Design cache_frontend, sky130hd; sources not shown.
Figure 1. I/O pins on the die edge.
Pins as bars across the die edge, other pins in gray.
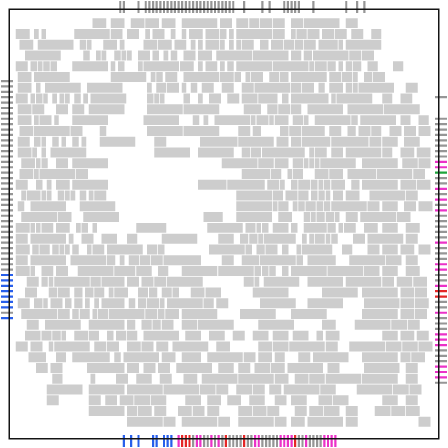
`rsp_ready` -> green  # pins 1, direction input, edge right
`req_addr` -> red  # pins 8, direction input, edge 6 bottom, 2 right
`cache_val` -> magenta  # pins 32, direction output, edge 16 bottom, 16 right
`miss_count` -> blue  # pins 16, direction output, edge 8 left, 8 bottom
all pins by edge = 52 bottom, 51 right, 45 left, 40 top
Die Width: 108 um
PortBufs: 187
die y size: 108 um

Figure 2. I/O nets highlighted.
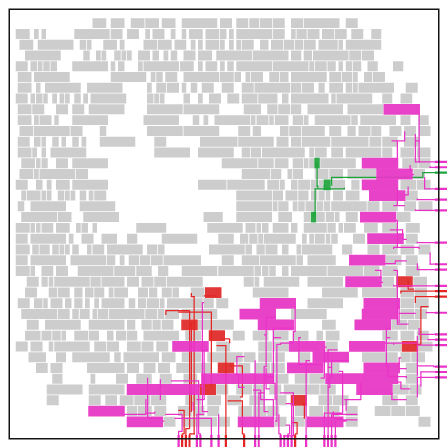
`req_addr` -> red  # bits 8, direction input, end cells 8, buffers 8, wire 235 um
`rsp_ready` -> green  # bits 1, direction input, end cells 3, buffers 1, wire 52.9 um
`cache_val` -> magenta  # bits 32, direction output, end cells 32, buffers 32, wire 705 um
num ports: 188

Figure 3. Clock wires, drivers and flops.
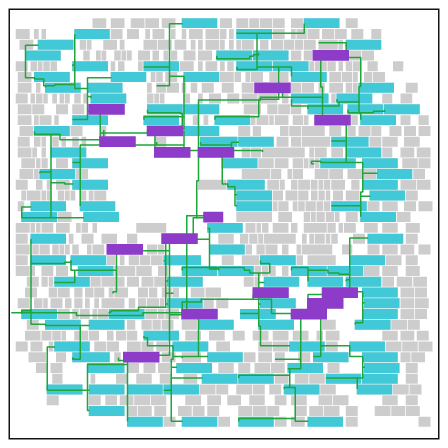
flip-flops -> cyan  # count 117
cells driving clock nets -> purple  # count 17
clock wires -> green  # length 1380 um
routed clock nets = 18
flops lie = all over the die
P_clk: 0.00218 W
clock group share of total power: 0.274
Latency at later pin: 0.50 ns

==> results_dict.tcl <==
# metrics dict for downstream scripts
set metrics [dict create \
    area.combinational_mm2 0.00199 \
    tightestPinTransition_ns 0.556 \
    max_freq_ghz 0.459 \
    row_count 38 \
    synth.top_cell.area_share 0.592 \
    inv_count 6 \
    dp_cells 759 \
    nonClkBufAreaFrac 0.281 \
    cts_setup_buffers 37 \
    r2r_setup_slack_ns 0.32 \
    coreArea_mm2 0.0109 \
    wl_met2_um 6680 \
    vias 4200 \
    ys_sh_xor 0.0496 \
    drt-met1-wl_um 5180 \
    placed_area_mm2 0.00710 \
    fillCellCount 778 \
    max_stage_delay_ns 0.54 \
    outcome "completed" \
    grt_use_met1 0.269 \
    p_comb_frac 0.362 \
    use_met2 0.404 \
    grt_antenna_before_repair 0 \
    whs_ns 0.0898 \
    largestClassByArea "sequential cells" \
    slew_viol_final 0 \
    yosysChipArea_mm2 0.00495 \
    cap_violations 0 \
    ys_sh_mux 0.102 \
    pwr-share-seq 0.364 \
    clkCellAreaFrac 0.0687 \
    critPathArrivalTime_ns 2.40 \
    fin_nets 758 \
    tritoncts "done" \
    track_usage 0.234 \
    tool_warnings 29 \
    yosysTopAreaCell "dfrtp_1" \
    power.total_w 0.00795 \
    p_sw_frac 0.304 \
    p_sw_w 0.00241 \
    worst-path-stages 7 \
    flop_cell "dfrtp_1" \
    synth_top_cell_by_count "dfrtp_1" \
    setup_viol 0 \
    highest_layer "met4" \
    hold_violations 0 \
    yosysUniqueCellTypes 47 \
]
Power figures rest on the tool's default switching activity, not on a simulated workload.
